## src/rtl/mips_ctrl_pkg.sv

```systemverilog
// mips_ctrl_pkg: shared encodings for the multicycle MIPS main control FSM
//   state_t      : FSM state numbering, also exported on the debug state port
//   OP_* / FN_*  : opcode and funct constants recognised by the decoder
//   ALU_* / PCS_* / SRCB_* : alu_op, pc_source and alu_src_b encodings
package mips_ctrl_pkg;
   typedef enum logic [3:0] {
      S_FETCH  = 4'd0,  S_DECODE = 4'd1,  S_MEMADR = 4'd2,  S_MEMRD  = 4'd3,
      S_MEMWB  = 4'd4,  S_MEMWR  = 4'd5,  S_RTEXEC = 4'd6,  S_RTWB   = 4'd7,
      S_BRANCH = 4'd8,  S_JUMP   = 4'd9,  S_IEXEC  = 4'd10, S_IWB    = 4'd11,
      S_MDWAIT = 4'd12
   } state_t;
   localparam logic [5:0] OP_RTYPE = 6'b000000;
   localparam logic [5:0] OP_SHIFT = 6'b110000;
   localparam logic [5:0] OP_LW    = 6'b100011;
   localparam logic [5:0] OP_SW    = 6'b101011;
   localparam logic [5:0] OP_BEQ   = 6'b000100;
   localparam logic [5:0] OP_J     = 6'b000010;
   localparam logic [5:0] OP_ADDI  = 6'b001000;
   localparam logic [5:0] FN_MULT  = 6'b011000;
   localparam logic [5:0] FN_DIV   = 6'b011010;
   localparam logic [1:0] ALU_ADD = 2'b00, ALU_SUB = 2'b01, ALU_FUNCT = 2'b10, ALU_IMM = 2'b11;
   localparam logic [1:0] PCS_ALU = 2'b00, PCS_ALUOUT = 2'b01, PCS_JUMP = 2'b10;
   localparam logic [1:0] SRCB_RT = 2'b00, SRCB_FOUR = 2'b01, SRCB_IMM = 2'b10, SRCB_IMM_SH2 = 2'b11;
   // States that own the shared memory port and can stall on mem_ready
   function automatic logic is_mem_state(state_t s);
      return s == S_FETCH || s == S_MEMRD || s == S_MEMWR;
   endfunction
endpackage

```

## src/rtl/mem_wait_timer.sv

```systemverilog
// mem_wait_timer: counts memory wait cycles and flags when WAIT_MAX is reached
//   clk, reset : clock, synchronous active-high reset
//   clr        : zero the count (has priority over en)
//   en         : advance the count by one
//   expired    : count equals WAIT_MAX
module mem_wait_timer #(
   parameter int WAIT_MAX = 15
) (
   input  logic clk,
   input  logic reset,
   input  logic clr,
   input  logic en,
   output logic expired
);
   localparam int CW = $clog2(WAIT_MAX + 1);
   logic [CW-1:0] cnt_q, cnt_d;
   always_comb cnt_d = clr ? '0 : en ? cnt_q + CW'(1) : cnt_q;
   always_ff @(posedge clk) cnt_q <= reset ? '0 : cnt_d;
   assign expired = cnt_q == CW'(WAIT_MAX);
endmodule

```

## src/rtl/multicycle_control.sv

```systemverilog
// multicycle_control: main control FSM of the multicycle MIPS core
//   inputs : clk, reset (sync, active-high), opcode, funct, mem_ready,
//            muldiv_done (MULDIV_EN builds only)
//   outputs: PC control (pc_write, pc_write_cond, branch_ne, pc_source),
//            memory (i_or_d, mem_read, mem_write, ir_write), register file
//            (reg_dst, mem_to_reg, reg_write), ALU (alu_src_a, alu_src_b, alu_op),
//            pulses illegal_op / bus_error, muldiv_start (MULDIV_EN), debug state
//   `define MULDIV_EN adds the mult/div start/wait handshake and the MDWAIT state
module multicycle_control
   import mips_ctrl_pkg::*;
#(
   parameter int OPCODE_W = 6,
   parameter int ALU_OP_W = 2,
   parameter int WAIT_MAX = 15
) (
   input  logic                clk,
   input  logic                reset,
   input  logic [OPCODE_W-1:0] opcode,
   input  logic [OPCODE_W-1:0] funct,
   input  logic                mem_ready,
`ifdef MULDIV_EN
   input  logic                muldiv_done,
   output logic                muldiv_start,
`endif
   output logic                pc_write,
   output logic                pc_write_cond,
   output logic                branch_ne,
   output logic [1:0]          pc_source,
   output logic                i_or_d,
   output logic                mem_read,
   output logic                mem_write,
   output logic                ir_write,
   output logic                reg_dst,
   output logic                mem_to_reg,
   output logic                reg_write,
   output logic                alu_src_a,
   output logic [1:0]          alu_src_b,
   output logic [ALU_OP_W-1:0] alu_op,
   output logic                illegal_op,
   output logic                bus_error,
   output logic [3:0]          state
);
   state_t state_q, state_d;
   logic op_rtype, op_shift, op_lw, op_sw, op_br, op_j, op_imm, op_legal;
   logic mem_st, expired, timeout, tmr_clr, tmr_en;
   assign op_rtype = opcode == OPCODE_W'(OP_RTYPE);
   assign op_shift = opcode == OPCODE_W'(OP_SHIFT);
   assign op_lw    = opcode == OPCODE_W'(OP_LW);
   assign op_sw    = opcode == OPCODE_W'(OP_SW);
   assign op_br    = (opcode >> 1) == OPCODE_W'(OP_BEQ >> 1);
   assign op_j     = opcode == OPCODE_W'(OP_J);
   assign op_imm   = (opcode >> 3) == OPCODE_W'(OP_ADDI >> 3);
   assign op_legal = op_rtype | op_shift | op_lw | op_sw | op_br | op_j | op_imm;
`ifdef MULDIV_EN
   logic is_md;
   assign is_md = op_rtype & (funct == OPCODE_W'(FN_MULT) | funct == OPCODE_W'(FN_DIV));
`else
   logic unused_funct;
   assign unused_funct = ^funct;
`endif
   // The count restarts whenever the port is not stalled, so every memory
   // state is entered with a zero count and a timeout retries from scratch.
   assign mem_st  = is_mem_state(state_q);
   assign tmr_en  = mem_st & ~mem_ready;
   assign tmr_clr = ~tmr_en | expired;
   assign timeout = tmr_en & expired;
   mem_wait_timer #(.WAIT_MAX(WAIT_MAX)) u_timer (
      .clk    (clk),
      .reset  (reset),
      .clr    (tmr_clr),
      .en     (tmr_en),
      .expired(expired)
   );
   always_ff @(posedge clk) state_q <= reset ? S_FETCH : state_d;
   always_comb begin
      state_d = S_FETCH;
      case (state_q)
         S_FETCH:  state_d = mem_ready ? S_DECODE : S_FETCH;
         S_DECODE: state_d = (op_rtype | op_shift) ? S_RTEXEC :
                             (op_lw | op_sw)       ? S_MEMADR :
                             op_br                 ? S_BRANCH :
                             op_j                  ? S_JUMP   :
                             op_imm                ? S_IEXEC  : S_FETCH;
         S_MEMADR: state_d = op_lw ? S_MEMRD : S_MEMWR;
         S_MEMRD:  state_d = mem_ready ? S_MEMWB : timeout ? S_FETCH : S_MEMRD;
         S_MEMWR:  state_d = (mem_ready | timeout) ? S_FETCH : S_MEMWR;
`ifdef MULDIV_EN
         S_RTEXEC: state_d = is_md ? S_MDWAIT : S_RTWB;
         S_MDWAIT: state_d = muldiv_done ? S_RTWB : S_MDWAIT;
`else
         S_RTEXEC: state_d = S_RTWB;
`endif
         S_IEXEC:  state_d = S_IWB;
         default:  state_d = S_FETCH;
      endcase
   end
   // Everything is held at zero while reset is high, so an aborted
   // instruction cannot leak a write enable in the reset cycle.
   always_comb begin
      {pc_write, pc_write_cond, branch_ne, i_or_d, mem_read, mem_write, ir_write} = '0;
      {reg_dst, mem_to_reg, reg_write, alu_src_a, illegal_op, bus_error} = '0;
      pc_source = PCS_ALU;
      alu_src_b = SRCB_RT;
      alu_op    = ALU_OP_W'(ALU_ADD);
`ifdef MULDIV_EN
      muldiv_start = 1'b0;
`endif
      if (!reset) begin
         bus_error = timeout;
         case (state_q)
            S_FETCH: begin
               mem_read  = 1'b1;
               alu_src_b = SRCB_FOUR;
               ir_write  = mem_ready;
               pc_write  = mem_ready;
            end
            S_DECODE: begin
               alu_src_b  = SRCB_IMM_SH2;
               illegal_op = ~op_legal;
            end
            S_MEMADR: begin
               alu_src_a = 1'b1;
               alu_src_b = SRCB_IMM;
            end
            S_MEMRD: begin
               mem_read = 1'b1;
               i_or_d   = 1'b1;
            end
            S_MEMWB: begin
               reg_write  = 1'b1;
               mem_to_reg = 1'b1;
            end
            S_MEMWR: begin
               mem_write = ~timeout;
               i_or_d    = 1'b1;
            end
            S_RTEXEC: begin
               alu_src_a = 1'b1;
               alu_src_b = op_shift ? SRCB_IMM : SRCB_RT;
               alu_op    = ALU_OP_W'(ALU_FUNCT);
`ifdef MULDIV_EN
               muldiv_start = is_md;
`endif
            end
            S_RTWB: begin
               reg_write = 1'b1;
               reg_dst   = 1'b1;
            end
            S_BRANCH: begin
               alu_src_a     = 1'b1;
               alu_op        = ALU_OP_W'(ALU_SUB);
               pc_write_cond = 1'b1;
               pc_source     = PCS_ALUOUT;
               branch_ne     = opcode[0];
            end
            S_JUMP: begin
               pc_write  = 1'b1;
               pc_source = PCS_JUMP;
            end
            S_IEXEC: begin
               alu_src_a = 1'b1;
               alu_src_b = SRCB_IMM;
               alu_op    = ALU_OP_W'(opcode == OPCODE_W'(OP_ADDI) ? ALU_ADD : ALU_IMM);
            end
            S_IWB: reg_write = 1'b1;
            default: ;
         endcase
      end
   end
   assign state = reset ? 4'(S_FETCH) : 4'(state_q);
endmodule

```

## config.mk

```make
export PLATFORM = sky130hd
export DESIGN_NAME = multicycle_control
export DESIGN_NICKNAME = d
export VERILOG_FILES = /design/src/rtl/mips_ctrl_pkg.sv /design/src/rtl/mem_wait_timer.sv /design/src/rtl/multicycle_control.sv
export SDC_FILE = /design/constraint.sdc
export NUM_CORES = 1
export LEC_CHECK = 0
export CAP_MARGIN = 20
export CORE_ASPECT_RATIO = 1.5
export CORE_MARGIN = 2
export CORE_UTILIZATION = 40
export CTS_BUF_LIST = sky130_fd_sc_hd__clkbuf_16
export CTS_CLUSTER_SIZE = 16
export DETAILED_ROUTE_END_ITERATION = 7
export PLACE_DENSITY = 0.77
export SKIP_LAST_GASP = 1
export SYNTH_ARGS = -nofsm -noshare
export SYNTH_HDL_FRONTEND = slang
export SYNTH_SLANG_ARGS = --single-unit
```

## constraint.sdc

```tcl
create_clock -name clk -period 2.52 [get_ports clk]
set_clock_uncertainty 0.15 [all_clocks]
set_input_delay 0.504 -clock clk [delete_from_list [all_inputs] [get_ports clk]]
set_output_delay 0.504 -clock clk [all_outputs]
set_load 0.02 [all_outputs]
```

Run 1, signal wires on met2:
The bar under the picture is 10 um long.
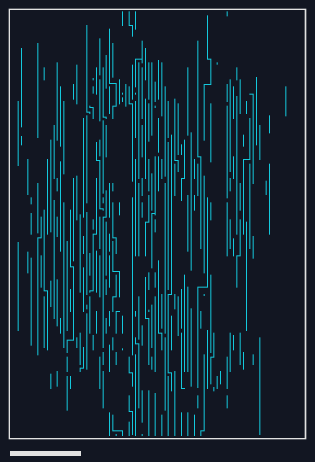
nets with wire on the layer: 168
main direction: vertical
wire length on this layer: 1640 um
GRT met2 Usage: 48.7%
vias post-DR: 1127
Detailed Route WL: 2.94 mm

Run 1, I/O nets highlighted:
The bar under the picture is 10 um long.
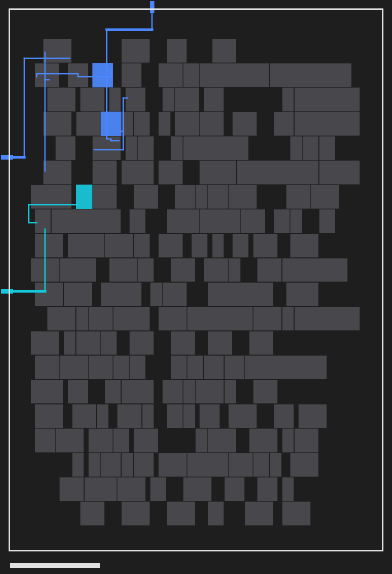
[illegal_op] cyan | bits: 1 | direction: output | edge: west | end cells: 1 | buffers: 1 | wire: 18.9 um
[pc_source] blue | bits: 2 | direction: output | edge: 1 west, 1 north | end cells: 2 | buffers: 3 | wire: 71.3 um
PortBufs: 31
I/O pin count: 38

Run 1, signal wires on met1:
Supply wires on this layer in gray.
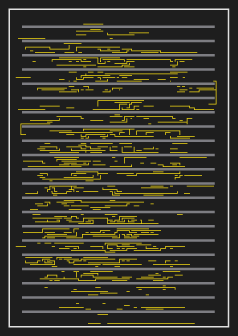
longest straight run: 16.6 um
main direction: horizontal
global routing usage on met1: 26.0%

==> impl_metrics.yaml, run 1 <==
# flow metrics
clock_network:
  cts.clk_slew.worst_paths_ns: 0.04
  cts_max_path_buffers: 2
  clkLatencyLatePin_ns: 0.23
  cts_sinks: 8
  cts_made_buffers: 3
  cts_root_buffer: "clkbuf_16"
  cts_hold_buffers: 0
  postCtsSetupBuffers: 0
  cts_resized: 43
  h-tree-depth: 1
  cts_tree: "yes"
sta:
  final-max-slew-violation-count: 0
  hold_violations: 0
  relSlewSlack_pct: 76.2
  setup-violations-final: 0
  fin_tns_setup_ns: 0
  post-route-period-util_pct: 97.5
  fin_crit_ns: 2.46
  worst_pin_slew_ns: 0.347
  rsz0062_at_grt: "no"
  clock.fmax_ghz: 0.407
grt:
  antenna_found_initial: 0
  grt_max_degree: 13
  grt_pass1_wl_mm: 4.91
  grt_overflow: 0
  groute.usage.overall_pct: 25.0
  grt_pass1_vias: 1122
critical_path:
  path_cells: "dlygate4sd2_1, or3b_2, nor3_2, a21oi_1, clkdlybuf4s15_1"
  crit_type: "in -> out"
  crit_family: "simple AND/OR/NAND/NOR gates"
  worstPathRequired_ns: 1.87
  cp_max_fo: 4
  cp-start-kind: "input port"
  worst-path-buf-inv: 2
  worstPathArrival_ns: 1.80
  end_kind: "primary output"
  slowest_stage: "or3b_2"
  r2r_slack_ns: 0.87
  crit_path_max_incr_delay_ns: 0.51
logic_synthesis:
  ys_async_sr_fraction_pct: 0
  edf_count: 0
  yosysTopAreaCell: "dfxtp_1"
  synth.cell_area_um2: 846
  syn_inst: 122
  yosys_warnings: 0
  synth.net_count: 138
  top_cell_area_share_pct: 18.9
  ff_type: "dfxtp_1"
  yosysUniqueCellTypes: 43
  yosys_area_um2: 846
  synth_seq_share_pct: 18.9
  ys_ff: 8
  yosysCellCount: 122
  synth.avg_cell_area_um2: 6.93
  ys_top_cells_by_area: "dfxtp_1 (19%), nor2_1 (8.0%), nor3_1 (5.3%)"
finish:
  diodes: 0
  logic_area_um2: 661
  areaGrowthSynthToFinish_pct: 67.0
  nNetsFinal: 193
  seq_area_um2: 161
  post_route_cells_drive_above_1_share_pct: 29.1
  final_util_pct: 70.6
  num-fill-cells: 171
detailed_routing:
  first_iter_violations: 49
  routedWlPerCell_um: 14.9
  firstDrtPassIters: 4
  via_per_inst: 5.72
  drc: 0
  antenna_left: 0
placement:
  gp_congestion: 0.894
  dp_hpwl_mm: 2.32
worst_hold_path:
  hold_class: "reg -> reg"
power_and_ir_drop:
  power.leakage_uw: 0.000682
  p_per_area_mw_per_mm2: 379
  irDropWorstVdd_mv: 0.194
run_status:
  status: "completed"
floorplanning:
  die_w_um: 41.5
  num_rows: 20
  design.core.area_mm2: 0.00200
  design.die.area_mm2: 0.00251
  die_y_um: 60.3
  initCoreUtil_pct: 42.2
job:
  cap_viol_max_count: 0
  warnings: 33
-- run 1: layout make-up --
class	count	share of cell area, %
multi-input cells	102	46.8
inverters	3	0.797
repair buffers	59	33.7
clock buffers	3	5.31
flip-flops and latches	8	11.4
well taps	22	1.95
-- run 1: cell families (layout without fill, tap and decap cells) --
logic type | after synthesis | count (layout) | synth area share, %
AOI/OAI and AO/OA | 29 | 29 | 23.4
and+or+nand+nor | 67 | 67 | 43.9
adders and majority gates | 1 | 1 | 1.48
DFF | 8 | 8 | 18.9
xor gates and xnor gates | 5 | 5 | 5.18
buffers and inverters | 12 | 65 | 7.10
-- run 1: cell usage in the layout, fill, tap and decap left out, types with 3 or more instances in the layout --
cell,instances
a21oi_1,6
a31oi_1,3
and3_1,4
buf_4,28
clkbuf_16,3
clkbuf_2,4
dfxtp_1,7
dlygate4sd2_1,20
inv_1,3
nand2_1,7
nand2b_1,5
nor2_1,18
nor2b_1,3
nor3_1,8
o21ai_0,3
o31ai_1,3
xor2_1,3
-- run 1: synthesized netlist by cell type (2+ instances only) --
| cell | n |
|---|---|
| nor2_1 | 18 |
| nor3_1 | 9 |
| dfxtp_1 | 8 |
| a21oi_1 | 7 |
| nand2_1 | 7 |
| nand2b_1 | 5 |
| a31oi_1 | 4 |
| and3_1 | 4 |
| clkbuf_1 | 4 |
| buf_2 | 3 |
| inv_1 | 3 |
| nor2b_1 | 3 |
| nor4_1 | 3 |
| o21ai_0 | 3 |
| o31ai_1 | 3 |
| or2_2 | 3 |
| xor2_1 | 3 |
| a211oi_1 | 2 |
| a22oi_1 | 2 |
| nand3_1 | 2 |
| or3_1 | 2 |
| or3b_2 | 2 |
| xnor2_1 | 2 |
-- run 1: layer usage --
metal	up-vias	GRT usage, %	wire, um
met5	-	0	0
met4	0	13.4	85
met3	7	3.02	96
met2	40	48.7	1640
met1	531	26.0	1110
li1	549	-	-
-- run 1: per-stage QoR --
step                      setup slack, ns  cell area, um^2  cells  hold WS, ns  total power (uW)
after global routing              0.00135             1410    197        0.318               558
after CTS                         -0.0686             1420    197        0.299               533
final                              0.0627             1410    197        0.296               535
after detailed placement           -0.542             1350    194        0.294               272
after global placement             -0.546             1350    194        0.295               269
after floorplan                    0.0204              846    122        0.277               200
-- run 1: sequential cells by signal, summed over array words and instances (netlist names) --
register       cells
state_q            4
u_timer.cnt_q      4
-- run 1: path summary, 6_finish.rpt --
| check | startpoint | endpoint | depth (start not counted) |
|---|---|---|---|
| max | opcode[5] | alu_op[0] | 5 |
| min | u_timer.cnt_q[0]$_SDFFE_PP0P_ | u_timer.cnt_q[0]$_SDFFE_PP0P_ | 1 |
| max reg2reg | state_q[2]$_SDFF_PP0_ | state_q[2]$_SDFF_PP0_ | 5 |
| min reg2reg | u_timer.cnt_q[0]$_SDFFE_PP0P_ | u_timer.cnt_q[0]$_SDFFE_PP0P_ | 1 |
-- run 1: power by group --
part	switching [uW]	leakage (uW)	internal, uW
sequential	4.18	0.0000655	131
clock	62.8	0.0000370	205
combinational	70.0	0.000580	62.5
total	137	0.000682	398
==> run 2, diff against run 1 <==
CORE_UTILIZATION = 37   (was 40)
PLACE_DENSITY = 0.75   (was 0.77)
clock period = 2.2 ns   (was 2.52 ns; I/O delays follow)
Run 2, I/O nets highlighted:
The bar under the picture is 10 um long.
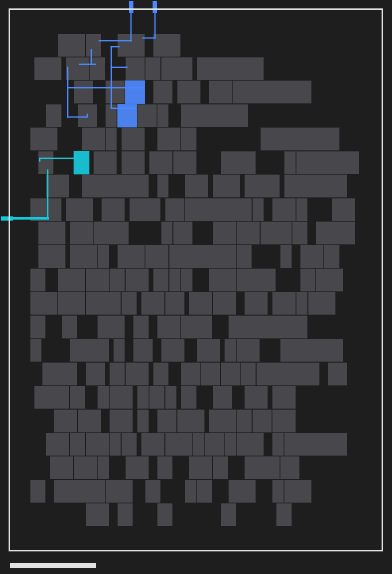
[pc_source] blue | bits: 2 | direction: output | edge: north | end cells: 2 | buffers: 3 | wire: 44.5 um
[illegal_op] cyan | bits: 1 | direction: output | edge: west | end cells: 1 | buffers: 1 | wire: 14.3 um

==> impl_metrics.yaml, run 2 <==
# flow metrics
run_status:
  status: "complete, but fails checks"
  violations: "setup timing"
power_and_ir_drop:
  swShare_pct: 25.7
  power_uw: 627
  pwr-share-comb_pct: 26.8
  p_seq_share_pct: 24.6
  intPower_uw: 466
  p_switching_uw: 161
  pwr-share-clk_pct: 48.6
  p_per_area_mw_per_mm2: 423
grt:
  grt_overflow: 0
  gr-usage-met3_pct: 3.47
  grt_max_degree: 10
  grt_pass1_wl_mm: 5.38
  gr-usage-met1_pct: 26.2
  grt-busiest-layer: "met2"
  grt_util_met2_pct: 49.1
logic_synthesis:
  synth.net_count: 138
  top_cell_area_share_pct: 18.9
  ys_async_sr_fraction_pct: 0
  yosys_area_um2: 846
  yosysMostFrequentCell: "nor2_1"
  ys_top_cells_by_count: "nor2_1 (18), nor3_1 (9), dfxtp_1 (8), a21oi_1 (7), nand2_1 (7)"
  edf_count: 0
  synth_seq_share_pct: 18.9
  yosysCellCount: 122
  syn_inst: 122
  yosysUniqueCellTypes: 43
  ys_top_cells_by_area: "dfxtp_1 (19%), nor2_1 (8.0%), nor3_1 (5.3%)"
  yosys_warnings: 0
  synth.cell_area_um2: 846
  ff_type: "dfxtp_1"
  synth.avg_cell_area_um2: 6.93
  ys_ff: 8
finish:
  logic_area_um2: 678
  final_util_pct: 67.2
  post_route_cells_drive_above_1_share_pct: 43.5
  nNetsFinal: 204
  final_layout_top_logic_cell: "buf_4"
  areaGrowthSynthToFinish_pct: 75.4
  num-fill-cells: 203
  lay_top_cells: "buf_4 (37), nor2_1 (17), clkbuf_2 (11), dlygate4sd2_1 (10)"
  top_regs: "state_q (4), u_timer.cnt_q (4)"
  post_layout_nonfiller_instances: 209
  diodes: 0
clock_network:
  cts_hold_buffers: 0
  postCtsSetupBuffers: 0
  cts_tree: "yes"
  cts_made_buffers: 3
  cts_sinks: 8
  h-tree-depth: 1
  clkLatencyLatePin_ns: 0.23
  cts_root_buffer: "clkbuf_16"
  cts.clk_slew.worst_paths_ns: 0.04
  cts_max_path_buffers: 2
sta:
  hold_violations: 0
  fin_crit_ns: 2.23
  setup-violations-final: 1
  fin_tns_setup_ns: -0.0342
  fin_ws_ns: -0.0342
  clock.fmax_ghz: 0.448
  hold_slack_ns: 0.304
  post-route-period-util_pct: 102
  worst_pin_slew_ns: 0.337
  rsz0062_at_grt: "yes"
placement:
  port_buffers: 31
  gp_congestion: 0.893
  dp_hpwl_mm: 2.35
  place_inst: 205
detailed_routing:
  first_iter_violations: 32
  via_per_inst: 5.59
  drc: 0
  antenna_left: 0
  firstDrtPassIters: 4
floorplanning:
  initCoreUtil_pct: 38.3
  die_y_um: 62.6
  design.core.area_mm2: 0.00221
  num_rows: 21
  die_w_um: 43.0
  design.die.area_mm2: 0.00269
worst_hold_path:
  hold_class: "reg -> reg"
critical_path:
  worstPathArrival_ns: 1.64
  crit_type: "in -> out"
  cp_max_fo: 4
  worstPathRequired_ns: 1.61
  end_kind: "primary output"
job:
  cap_viol_max_count: 0
  warnings: 34
Run 2, signal wires by layer:
Two of the layers only.
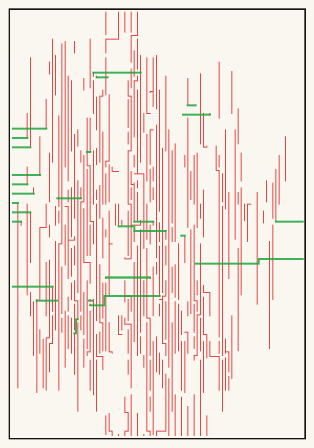
[met2] red | wire length: 1850 um
[met3] green | wire length: 100 um
DR WL/cell: 15.4 um
Detailed Route WL: 3.21 mm
GRT Util Overall: 26.2%
vias post-DR: 1169

==> run 2: per-stage QoR <==
step / instance area, um^2 / setup WS (ns)
global placement: 1440 / -0.694
CTS: 1510 / -0.151
floorplan: 847 / 0.0218
global route: 1480 / -0.0805
detailed placement: 1440 / -0.754
finish: 1480 / -0.0342
==> run 2: power by group through the flow <==
stage               Clock [uW]  Combinational, uW  Sequential (uW)
floorplan                    0               75.5              154
global placement             0                162              156
detailed placement           0                166              156
CTS                        307                163              154
global route               318                182              155
finish                     305                168              155
==> run 2: per-layer routing <==
metal	part of all wire, %	wire [um]
met1	36	1160
met2	58	1850
met3	3.1	100
met4	3.3	106
met5	0	0
==> run 2: cell type report <==
class / count / share of cell area [%]
Clock buffer: 3 / 5.06
Inverter: 3 / 0.759
Sequential cell: 8 / 11.1
Multi-Input combinational cell: 102 / 45.7
Timing Repair Buffer: 70 / 35.4
Tap cell: 23 / 1.94
==> run 2: final timing paths <==
path | from | to | slack (ns) | cells after the start
worst min register to register | u_timer.cnt_q[0]$_SDFFE_PP0P_ | u_timer.cnt_q[0]$_SDFFE_PP0P_ | 0.30 | 1
worst max register to register | state_q[2]$_SDFF_PP0_ | state_q[1]$_SDFF_PP0_ | 0.49 | 6
worst min-delay path | u_timer.cnt_q[0]$_SDFFE_PP0P_ | u_timer.cnt_q[0]$_SDFFE_PP0P_ | 0.30 | 1
worst max-delay path | opcode[2] | alu_src_b[1] | -0.03 | 6
==> run 2: logic make-up (layout without fill, tap and decap cells) <==
| logic type | count (synthesis) | after routing | share of synthesized area [%] |
|---|---|---|---|
| compound gates | 29 | 29 | 23.4 |
| fa+ha+maj | 1 | 1 | 1.48 |
| flops | 8 | 8 | 18.9 |
| buf+inv | 12 | 76 | 7.10 |
| simple gates | 67 | 67 | 43.9 |
| xor+xnor | 5 | 5 | 5.18 |
==> run 2: worst max-delay path: stages <==
cell,delay [ns]
dlygate4sd2_1,0.28
or3_1,0.36
o31ai_1,0.20
a22oi_1,0.09
nor2_1,0.12
buf_4,0.15
==> run 2: repair_timing <==
action | in CTS | in global routing
endpoints found under the setup margin | 23 | 16
pin swaps | 5 | 8
gates cloned | 1 | 0
resized | 76 | 31
endpoints found under the hold margin | 0 | 0
Power figures rest on the tool's default switching activity, not on a simulated workload.
